--- src/rtl/branch_resolve.sv ---
// Execute-stage branch resolution with a bimodal BHT of 2-bit saturating
// counters. Fetch reads the BHT combinationally. A mispredict in EX produces a
// one-cycle registered redirect/flush at the next edge.
module branch_resolve #(
  parameter int unsigned BHT_ENTRIES = 64,
  parameter int unsigned CNT_W       = 32
) (
  input  logic             clk_i,
  input  logic             rst_i,
  input  logic [31:0]      pred_pc_i,
  output logic             pred_taken_o,
  input  logic             ex_valid_i,
  input  logic             ex_is_br_i,
  input  logic [2:0]       ex_funct3_i,
  input  logic [31:0]      ex_pc_i,
  input  logic [31:0]      ex_target_i,
  input  logic             ex_pred_taken_i,
  input  logic             stall_i,
  output logic             br_un_o,
  input  logic             br_eq_i,
  input  logic             br_lt_i,
  output logic             redirect_o,
  output logic [31:0]      redirect_pc_o,
  output logic             flush_o,
  output logic [CNT_W-1:0] br_count_o,
  output logic [CNT_W-1:0] mispred_count_o
);

  localparam int unsigned IDX_W = $clog2(BHT_ENTRIES);

  logic [1:0]       bht_q [BHT_ENTRIES];
  logic [IDX_W-1:0] pred_idx;
  logic [IDX_W-1:0] ex_idx;
  logic [1:0]       ex_cnt;
  logic [1:0]       bht_d;

  logic             legal;
  logic             taken;
  logic             res;
  logic             mis;

  logic             redirect_q;
  logic             flush_q;
  logic [31:0]      redirect_pc_q;
  logic [31:0]      redirect_pc_d;
  logic [CNT_W-1:0] br_count_q;
  logic [CNT_W-1:0] mispred_count_q;

  // PC bits outside the word-aligned index field do not address the BHT
  logic unused_pred_pc;
  assign unused_pred_pc = ^{pred_pc_i[31:IDX_W+2], pred_pc_i[1:0]};

  assign pred_idx     = pred_pc_i[IDX_W+1:2];
  assign ex_idx       = ex_pc_i[IDX_W+1:2];
  assign pred_taken_o = bht_q[pred_idx][1];
  assign ex_cnt       = bht_q[ex_idx];
  assign br_un_o      = ex_funct3_i[1];

  // Branch condition decode from the comparator flags
  always_comb begin
    legal = 1'b1;
    taken = 1'b0;
    case (ex_funct3_i)
      3'b000:  taken = br_eq_i;
      3'b001:  taken = ~br_eq_i;
      3'b100:  taken = br_lt_i;
      3'b101:  taken = ~br_lt_i;
      3'b110:  taken = br_lt_i;
      3'b111:  taken = ~br_lt_i;
      default: legal = 1'b0;
    endcase
  end

  // A branch in EX while a redirect is out is on the wrong path and is ignored
  assign res = ex_valid_i & ex_is_br_i & ~stall_i & ~redirect_q & legal;
  assign mis = res & (taken != ex_pred_taken_i);

  // Corrected PC and saturating counter next value
  always_comb begin
    redirect_pc_d = redirect_pc_q;
    if (mis) begin
      redirect_pc_d = taken ? ex_target_i : ex_pc_i + 32'd4;
    end
    bht_d = ex_cnt;
    if (taken) begin
      if (ex_cnt != 2'b11) bht_d = ex_cnt + 2'b01;
    end else begin
      if (ex_cnt != 2'b00) bht_d = ex_cnt - 2'b01;
    end
  end

  // Redirect/flush pulse, redirect PC and performance counters
  always_ff @(posedge clk_i) begin
    if (rst_i) begin
      redirect_q      <= 1'b0;
      flush_q         <= 1'b0;
      redirect_pc_q   <= '0;
      br_count_q      <= '0;
      mispred_count_q <= '0;
    end else begin
      redirect_q      <= mis;
      flush_q         <= mis;
      redirect_pc_q   <= redirect_pc_d;
      br_count_q      <= br_count_q + {{(CNT_W-1){1'b0}}, res};
      mispred_count_q <= mispred_count_q + {{(CNT_W-1){1'b0}}, mis};
    end
  end

  // BHT training on resolved branches; reset to weakly not-taken
  always_ff @(posedge clk_i) begin
    if (rst_i) begin
      for (int unsigned i = 0; i < BHT_ENTRIES; i++) begin
        bht_q[i] <= 2'b01;
      end
    end else if (res) begin
      bht_q[ex_idx] <= bht_d;
    end
  end

  assign redirect_o      = redirect_q;
  assign flush_o         = flush_q;
  assign redirect_pc_o   = redirect_pc_q;
  assign br_count_o      = br_count_q;
  assign mispred_count_o = mispred_count_q;

endmodule

--- config.mk ---
export PLATFORM = sky130hd
export DESIGN_NAME = branch_resolve
export DESIGN_NICKNAME = d
export VERILOG_FILES = /design/src/rtl/branch_resolve.sv
export SDC_FILE = /design/constraint.sdc
export NUM_CORES = 1
export LEC_CHECK = 0
export ABC_AREA = 1
export ABC_CLOCK_PERIOD_IN_PS = 3400
export CORE_MARGIN = 2
export CORE_UTILIZATION = 44
export CTS_CLUSTER_SIZE = 30
export DETAILED_ROUTE_END_ITERATION = 8
export GPL_TIMING_DRIVEN = 0
export PLACE_DENSITY = 0.7
export SYNTH_ARGS = -nofsm -noshare
export SYNTH_HDL_FRONTEND = slang
export SYNTH_SLANG_ARGS = --single-unit
--- constraint.sdc ---
create_clock -name clk_i -period 3.4 [get_ports clk_i]
set_clock_uncertainty 0.05 [all_clocks]
set_input_delay 0.68 -clock clk_i [delete_from_list [all_inputs] [get_ports clk_i]]
set_output_delay 0.68 -clock clk_i [all_outputs]
set_load 0.01 [all_outputs]
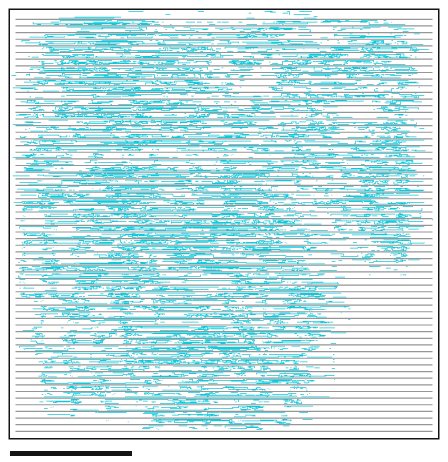
Fig. 1. M1 wires.
Scale bar: 50 microns. Supply wires on this layer in grey.
nets with wire on the layer: 2,031
wire length on this layer: 18,800 microns
longest straight run: 77.7 microns
share of all routed wire: 40%
final WL: 46,800 microns
met1 global-route usage: 39.3%

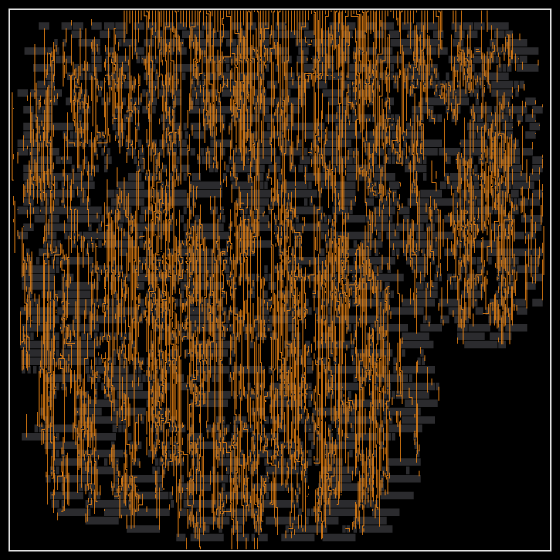
Fig. 2. Metal 2.
Cells faint in the background.
main direction: vertical
share of all routed wire: 46%
GR Util met2: 47.9%
vias: 13.3k

==> metrics.csv <==
stage,metric,value,unit
sta,final count of negative-setup-slack endpoints,0,
finish,Final nets,2165,
clock_network,H-Tree Depth,1,
drt,metal2 WL,21300,microns
worst_setup_path,Reg2Reg Depth,15,
clock_network,total CTS buffers,27,
sta,Max Fclk,0.309,GHz
clock_network,clk sink count,225,
logic_synthesis,Synth mux share,0,%
drt,WL met3,4390,microns
placement,Port Buf Inserts,177,
status,run status,finished clean,
clock_network,Root Buffer,clkbuf_16,
global_routing,first-pass GRT wire length,70700,microns
logic_synthesis,yosys stat chip area,12900,sq um
floorplanning,Core ar.,28800,sq um
hold_path,Worst Hold Class,register to register,
logic_synthesis,Dominant comb cell,simple AND/OR/NAND/NOR gates,
power,VDD IR-drop max,463,uV
finish,Top cell excl fill/tap,nand2_1,
global_routing,initial antenna violation count,0,
global_routing,largest net degree at the start of global routing,19,
sta,Max-Slew Margin vs Limit,20.3,%
power,total power divided by cell area,411,nW/um^2
drt,Met1 Wirelength,18800,microns
floorplanning,DIE WIDTH,175,microns
sta,Slew Limit Fails,0,
clock_network,"Clk Latency, worst-skew pair",0.55,ns
logic_synthesis,Post-synth seq share,44.9,%
clock_network,"CTS clk-pin slew, worst paths",0.06,ns
sta,Worst-Margin Slew,1.20,ns
drt,DR top layer,met4,
logic_synthesis,number of flops mapped to enable cells by yosys,128,
logic_synthesis,Unique cell types,38,
sta,"Hold Vio Cnt, Final",0,
worst_setup_path,"setup slack, reg-to-reg",0.52,ns
placement,post-DP HPWL,33300,microns
placement,Final Wtd Congestion,0.988,
drt,mean routed wirelength per cell,19.0,microns
logic_synthesis,aoi share,9.69,%
floorplanning,row count,62,
power,leakage,6.21,nW
logic_synthesis,Cells after Synth,1841,
worst_setup_path,crit path capture type,register,
worst_setup_path,"CP delay by family, top",simple AND/OR/NAND/NOR gates,
run,Tool Warnings,53,
sta,Final Cycle Share,95.1,%
finish,Top Layout Cells,"508 x nand2_1, 275 x nor2_1, 242 x inv_1",
logic_synthesis,Mapped Nets,1953,
finish,Sequential Area,5790,sq um
finish,logic area,5850,sq um
drt,Via density,5.43,
worst_setup_path,CP required,3.82,ns
floorplanning,Die Ht,175,microns
hold_path,HP Start,redirect_pc_o[26],
worst_setup_path,worst r2r dst,mispred_count_o[27],
logic_synthesis,"FA/HA/MAJ Cells, Area Fraction",0.485,%
drt,Post-route DRC,0,
finish,fraction of layout cells with a size suffix above 1,6.67,%
floorplanning,Initial Utilization,44.8,%
drt,ANT nets after route,0,
clock_network,clk buf depth,3,
clock_network,CTS tree,built,
logic_synthesis,xor/xnor share,1.36,%
floorplanning,I/O pin cnt,207,
hold_path,hold depth,2,
logic_synthesis,Synth Area per Inst,7.00,sq um
clock_network,hold bufs inserted after CTS,0,
hold_path,hold endpoint,redirect_pc_o[26],
drt,drt first pass iters,6,
worst_setup_path,CP max FO,5,
run,max-cap violation count,0,
worst_setup_path,worst path bufs/invs,4,
worst_setup_path,Crit Path Category,input port to register,
worst_setup_path,delay of the slowest critical-path stage,0.41,ns
finish,number of flip-flops in the largest register,128,
worst_setup_path,CP cell instances,"clkdlybuf4s50_1, or2_0, nand4_1, nand2_4, buf_4, nand2_1, nand3_2, inv_4, ha_2, nand3_1, nor2_4, inv_1, nor2_2, nand3_2, nor2_2, nand4_1, or2_2, a21oi_1",
sta,Tmin final,3.23,ns
[cell usage after synthesis (14+ instances only)]
| library cell | instances | area [sq um] |
|---|---|---|
| buf_2 | 27 | 135 |
| nor2_1 | 284 | 1070 |
| o211ai_1 | 25 | 188 |
| dfxtp_1 | 97 | 1940 |
| edfxtp_1 | 128 | 3840 |
| nor3_1 | 45 | 225 |
| nand2_1 | 513 | 1930 |
| inv_1 | 243 | 912 |
| o21ai_0 | 81 | 405 |
| o21a_1 | 16 | 120 |
| a21oi_1 | 83 | 415 |
| nand4_1 | 21 | 131 |
| clkbuf_1 | 34 | 128 |
| nand3_1 | 128 | 641 |
| buf_4 | 14 | 105 |
[power breakdown]
| part | internal [mW] | switching [mW] | leakage (nW) | total (mW) |
|---|---|---|---|---|
| clock network | 1.64 | 1.16 | 0.403 | 2.80 |
| registers | 2.91 | 0.0269 | 1.89 | 2.94 |
| logic | 0.296 | 0.608 | 3.92 | 0.904 |
| total | 4.85 | 1.79 | 6.21 | 6.64 |
[worst max-delay path by stage]
stage / startpoint / end / slack (ns) / depth (start not counted)
global route: br_eq_i / mispred_count_o[28] / -0.02 / 21
CTS: ex_funct3_i[0] / mispred_count_o[28] / -0.03 / 21
global placement: ex_funct3_i[2] / mispred_count_o[28] / -1.44 / 23
detailed placement: ex_funct3_i[0] / mispred_count_o[28] / -1.51 / 22
floorplan: ex_funct3_i[2] / mispred_count_o[28] / 0.02 / 22
finish: br_eq_i / mispred_count_o[27] / 0.17 / 18
[cell type report]
class | count | area share [%]
clock inverters | 10 | 0.650
clock buffers | 36 | 4.51
inverters | 248 | 5.81
plain buffers | 81 | 2.77
flip-flops and latches | 225 | 35.8
diodes | 1 | 0.0155
repair buffers | 184 | 11.3
multi-input cells | 1286 | 36.2
well taps | 384 | 2.97
[stage by stage]
stage / power, mW / instance area (sq um) / hold slack, ns / setup slack, ns / std cells
floorplan: 3.47 / 12900 / 0.438 / 0.0236 / 1841
global placement: 3.86 / 15100 / 0.404 / -1.44 / 2402
detailed placement: 3.86 / 15100 / 0.407 / -1.51 / 2402
CTS: 6.62 / 16100 / 0.417 / -0.0298 / 2449
global route: 6.82 / 16200 / 0.441 / -0.0167 / 2454
finish: 6.64 / 16200 / 0.415 / 0.167 / 2455
[metal layers]
| metal | track usage, % | vias to the layer above |
|---|---|---|
| met5 | 0 | - |
| met4 | 13.6 | 0 |
| met3 | 5.55 | 157 |
| met2 | 47.9 | 735 |
| met1 | 39.3 | 6113 |
| li1 | - | 6325 |
[tightest hold or removal path, stage by stage (launching register included)]
cell	delay [ns]
dfxtp_1	0.31
nand2_1	0.06
a21oi_1	0.05
[logic make-up (layout without fill, tap and decap cells)]
group	count (synthesis)	after routing
other	0	1
AND-OR/OR-AND	226	226
XOR/XNOR	20	20
AND/OR/NAND/NOR	1035	1035
buffers and inverters	330	559
flip-flops	225	225
adder cells (fa/ha/maj)	5	5
[timing repair]
| item | CTS | global route |
|---|---|---|
| endpoints found under the setup margin | 26 | 93 |
| gates resized | 30 | 23 |
| setup buffers | 2 | 5 |
| endpoints found under the hold margin | 0 | 0 |
| pin swaps | 2 | 7 |
Power and IR drop assume default switching activity.
